**src/rtl/vmem_arbiter.sv**
```systemverilog
// vmem_arbiter
//   Single-port arbiter/sequencer for the 640x480x24 video memory, addressed
//   as {h[9:0], v[8:0]}. One RAM port is shared by, in priority order:
//     1. VGA scan-out reads (never stalled; 1-cycle read latency)
//     2. the frame-clear engine (sweeps the whole frame with one color)
//     3. a small write FIFO fed by drawing/keyboard logic
//
// Ports
//   clk, resetn                      clock, async active-low reset
//   disp_req, disp_h, disp_v         scan-out read request and address
//   disp_rvalid, disp_rdata          read data, one cycle after disp_req
//   wr_valid, wr_ready               pixel write handshake into the FIFO
//   wr_h, wr_v, wr_data              pixel write address and RGB
//   clear_start, clear_color         start a full-frame fill with a color
//   clear_busy                       fill in progress
//   drop_cnt                         saturating count of out-of-range writes
//   mem_en, mem_we, mem_addr,        RAM port, combinational from the
//   mem_wdata, mem_rdata             current-cycle grant

module vmem_arbiter #(
  parameter int FIFO_DEPTH = 4,
  parameter int H_PIX      = 640,
  parameter int V_PIX      = 480
) (
  input  logic        clk,
  input  logic        resetn,
  input  logic        disp_req,
  input  logic [9:0]  disp_h,
  input  logic [8:0]  disp_v,
  output logic        disp_rvalid,
  output logic [23:0] disp_rdata,
  input  logic        wr_valid,
  output logic        wr_ready,
  input  logic [9:0]  wr_h,
  input  logic [8:0]  wr_v,
  input  logic [23:0] wr_data,
  input  logic        clear_start,
  input  logic [23:0] clear_color,
  output logic        clear_busy,
  output logic [7:0]  drop_cnt,
  output logic        mem_en,
  output logic        mem_we,
  output logic [18:0] mem_addr,
  output logic [23:0] mem_wdata,
  input  logic [23:0] mem_rdata
);

  localparam int         AW     = $clog2(FIFO_DEPTH);
  localparam logic [9:0] H_LAST = 10'(H_PIX - 1);
  localparam logic [8:0] V_LAST = 9'(V_PIX - 1);

  typedef enum logic {IDLE, CLEAR} state_t;

  state_t        state;
  logic [9:0]    clr_h;
  logic [8:0]    clr_v;
  logic [23:0]   clr_color;

  // Each FIFO entry is {h, v, rgb}.
  logic [42:0]   fifo_mem [FIFO_DEPTH];
  logic [AW-1:0] rd_ptr;
  logic [AW-1:0] wr_ptr;
  logic [AW:0]   count;
  logic          full;
  logic          empty;
  logic          push;
  logic          pop;
  logic          drop;
  logic          clr_grant;
  logic          head_ok;
  logic [9:0]    head_h;
  logic [8:0]    head_v;
  logic [23:0]   head_d;

  assign {head_h, head_v, head_d} = fifo_mem[rd_ptr];

  // Depth is a power of two, so the count MSB alone marks full.
  assign full     = count[AW];
  assign empty    = (count == '0);
  assign wr_ready = resetn & ~full;
  assign push     = wr_valid & wr_ready;
  assign head_ok  = (head_h <= H_LAST) && (head_v <= V_LAST);

  assign disp_rdata = mem_rdata;
  assign clear_busy = (state == CLEAR);

  // Grant: scan-out read, then clear sweep, then FIFO drain.
  always_comb begin
    mem_en    = 1'b0;
    mem_we    = 1'b0;
    mem_addr  = '0;
    mem_wdata = '0;
    pop       = 1'b0;
    drop      = 1'b0;
    clr_grant = 1'b0;
    if (resetn) begin
      if (disp_req) begin
        mem_en   = 1'b1;
        mem_addr = {disp_h, disp_v};
      end else if (state == CLEAR) begin
        mem_en    = 1'b1;
        mem_we    = 1'b1;
        mem_addr  = {clr_h, clr_v};
        mem_wdata = clr_color;
        clr_grant = 1'b1;
      end else if (!empty) begin
        pop = 1'b1;
        if (head_ok) begin
          mem_en    = 1'b1;
          mem_we    = 1'b1;
          mem_addr  = {head_h, head_v};
          mem_wdata = head_d;
        end else begin
          drop = 1'b1;
        end
      end
    end
  end

  always_ff @(posedge clk) begin
    if (push) fifo_mem[wr_ptr] <= {wr_h, wr_v, wr_data};
  end

  always_ff @(posedge clk or negedge resetn) begin
    if (!resetn) begin
      rd_ptr <= '0;
      wr_ptr <= '0;
      count  <= '0;
    end else begin
      if (push) wr_ptr <= wr_ptr + 1'b1;
      if (pop)  rd_ptr <= rd_ptr + 1'b1;
      case ({push, pop})
        2'b10:   count <= count + 1'b1;
        2'b01:   count <= count - 1'b1;
        default: count <= count;
      endcase
    end
  end

  // Clear sweep walks v fastest, then h; the last write returns to IDLE.
  always_ff @(posedge clk or negedge resetn) begin
    if (!resetn) begin
      state     <= IDLE;
      clr_h     <= '0;
      clr_v     <= '0;
      clr_color <= '0;
    end else begin
      case (state)
        IDLE: begin
          if (clear_start) begin
            state     <= CLEAR;
            clr_h     <= '0;
            clr_v     <= '0;
            clr_color <= clear_color;
          end
        end
        CLEAR: begin
          if (clr_grant) begin
            if (clr_v == V_LAST) begin
              clr_v <= '0;
              if (clr_h == H_LAST) begin
                clr_h <= '0;
                state <= IDLE;
              end else begin
                clr_h <= clr_h + 1'b1;
              end
            end else begin
              clr_v <= clr_v + 1'b1;
            end
          end
        end
        default: state <= IDLE;
      endcase
    end
  end

  always_ff @(posedge clk or negedge resetn) begin
    if (!resetn) begin
      disp_rvalid <= 1'b0;
      drop_cnt    <= '0;
    end else begin
      disp_rvalid <= disp_req;
      if (drop && (drop_cnt != 8'hFF)) drop_cnt <= drop_cnt + 1'b1;
    end
  end

endmodule

```
**config.mk**
```make
export PLATFORM = sky130hd
export DESIGN_NAME = vmem_arbiter
export DESIGN_NICKNAME = d
export VERILOG_FILES = /design/src/rtl/vmem_arbiter.sv
export SDC_FILE = /design/constraint.sdc
export NUM_CORES = 1
export LEC_CHECK = 0
export ABC_AREA = 1
export CAP_MARGIN = 20
export CELL_PAD_IN_SITES_DETAIL_PLACEMENT = 1
export CELL_PAD_IN_SITES_GLOBAL_PLACEMENT = 2
export CORE_MARGIN = 2
export CORE_UTILIZATION = 34
export DETAILED_ROUTE_END_ITERATION = 7
export GPL_TIMING_DRIVEN = 0
export PLACE_DENSITY = 0.82
export SLEW_MARGIN = 30
export SYNTH_ARGS = -nofsm -noshare
export SYNTH_HDL_FRONTEND = slang
export SYNTH_SLANG_ARGS = --single-unit
```
**constraint.sdc**
```tcl
create_clock -name clk -period 3.6 [get_ports clk]
set_input_delay 0.54 -clock clk [delete_from_list [all_inputs] [get_ports clk]]
set_output_delay 0.54 -clock clk [all_outputs]
set_load 0.05 [all_outputs]
```
==> Slide: Implementation Results <==
Physical Implementation Snapshot

Layout
  • Area growth syn-to-layout: 33.32%
  • Proportion of layout cells with a drive suffix above 1: around 17%
  • ANT cells: 1
  • Largest cell class by area: sequential cells
  • Final core utilization: between 40% and 50%
  • Comb/total area: a little over a fifth
  • Regs by FF count: fifo_mem: 172 flops, clr_color: 24 flops, clr_h: 10 flops
  • Fillers: 3,186
  • Nets: ~1,300
  • Final Instance Area: around 14,000 um^2
  • Flops: 232
  • Comb gates: around 570
  • Top Layout Cells: edfxtp_1, nand2_1, clkdlybuf4s50_1, o21ai_0, nor2_1

Worst setup path
  • Worst EP required: slightly above 3 ns
  • CP startpoint: rd_ptr[0]$_DFFE_PN0P_
  • Reg2Reg Setup Slack: between 1 and 1.5 ns
  • Crit. path cell count: 10
  • FF-to-FF End: count[2]$_DFFE_PN0P_
  • Crit end category: output port
  • Crit path launch type: flop
  • CP max stage cell: dlygate4sd2_1
  • Critical Path AT: between 2 and 3 ns
  • End point of the critical path: mem_wdata[23]

Floorplanning
  • Vert. Die Dim: 178.5 um
  • Core footprint: 29,800 um^2
  • Fp util: 34.73%
  • # rows: approximately 63

Clock network
  • Hold Buf Count CTS: 3
  • CTS sink count: roughly 230
  • Post-CTS Setup Inserts: 0

Power
  • Switching Share: between 20% and 30%
  • Comb. pwr: 0.755 mW
  • Combinational Power Share: 11.4%
  • Peak VDD IR: roughly 0.26 mV
  • Overall power: between 6 and 7 mW

Run
  • Max-cap violation count: 0
  • Count of tool warnings: 30

Final timing
  • Slew @ Worst Pin: around 0.65 ns
  • Fmax: about 290 MHz
  • Slew headroom: between 50% and 60%
  • Shortest period the worst path allows: ~3.5 ns
  • Final setup viols: 0

Place
  • Placed Instances: 1,516
  • Placement Setup Slack: -0.5865 ns

Synth
  • Syn_area_per_cell: 10.94 um^2
  • Yosys top cell by instances: edfxtp_1
  • Netlist area before placement: a little over 10,000 um^2
  • Distinct cells, synth: 35
  • Post-synth top cells: edfxtp_1, nand2_1, o21ai_0
  • Seq/Total Area, Yosys: approximately 64%
  • Area leader share: 49.92%

Global route
  • All-Layer GR Usage: 19.08%
  • Number of global-route vias before repair: 8,310
  • Initial antenna violation count: 2
  • GR Overflow Total: 0

Run status
  • Status: complete, no violations

Min path
  • Worst Hold Class: primary input to async pin
cell families (layout without fill, tap and decap cells):
group | count (synthesis) | after routing | share of synthesized area, %
AND-OR/OR-AND | 179 | 179 | 9.589
adder cells (fa/ha/maj) | 9 | 9 | 1.161
multiplexers | 24 | 24 | 2.612
AND/OR/NAND/NOR | 341 | 341 | 13.77
flip-flops | 232 | 232 | 64.43
buffers and inverters | 144 | 375 | 7.001
XOR/XNOR | 17 | 17 | 1.439
other | 0 | 1 | 0
routing by layer:
| metal | vias to the layer above | global-route usage (%) | routed length, um |
|---|---|---|---|
| met5 | - | 0 | 12 |
| met4 | 2 | 5.894 | 709 |
| met3 | 56 | 3.708 | 1882 |
| met2 | 261 | 33.22 | 14740 |
| met1 | 3808 | 23.91 | 12860 |
| li1 | 3677 | - | - |
==> images/layer_met4.png <==
Drawn at 2 px/um. Supply wires on this layer in grey.
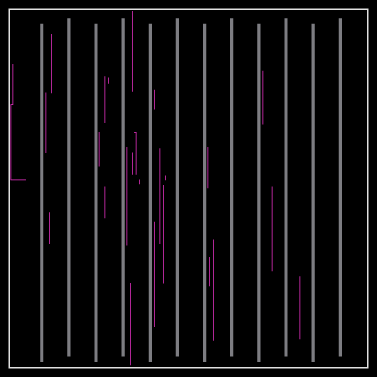
longest straight run	52.4 um
share of all routed wire	2.4%
wire length on this layer	710 um
main direction	vertical
WL final: 30,210 um
DR vias: 7,804

==> images/congestion.png <==
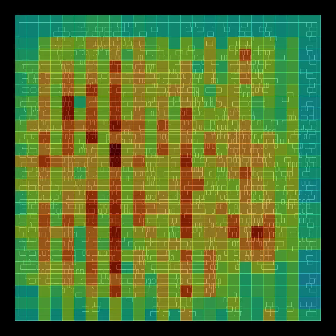
GR Util met3: 3.708%
met2 usage: 33.22%
grt peak-use layer: met2

==> images/io_fan.png <==
Drawn at 1.5 px/um.
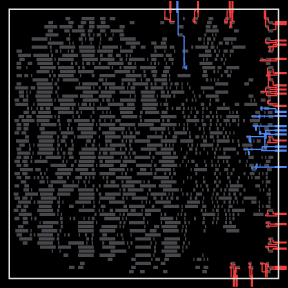
port	colour	bits	direction	edge	end cells	buffers	wire
disp_rdata	red	24	output	17 right, 4 top, 3 bottom	0	48	434 um
disp_v	blue	9	input	8 right, 1 top	9	9	204 um

==> images/clk_routes.png <==
Drawn at 2 px/um.
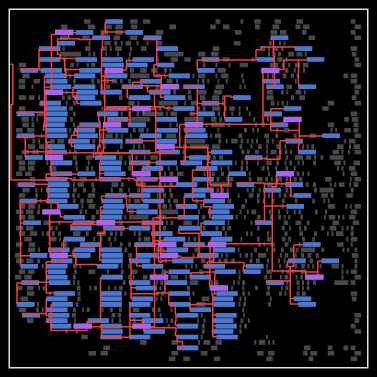
[clock drivers] purple | count: 26
[flip-flops] blue | count: 232
[clock wires] red | length: 2,990 um
routed clock nets	27
Latency at later pin: 0.53 ns
Worst Skew: 0.01373 ns
Clk power: 2.78 mW
Clk network pwr share: 41.8%

==> images/cell_density.png <==
Drawn at 2 px/um. The die is cut into 18 by 18 equal tiles; dark blue is low, red is high, 0 to 100% covered.
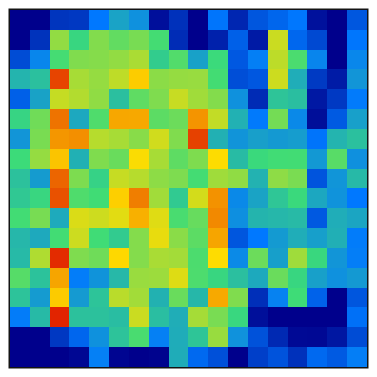
mean over tiles	42%
fullest tile	96%
tiles over 75% full	7.4%
nearly empty tiles	7.7%

Power and IR drop assume default switching activity.
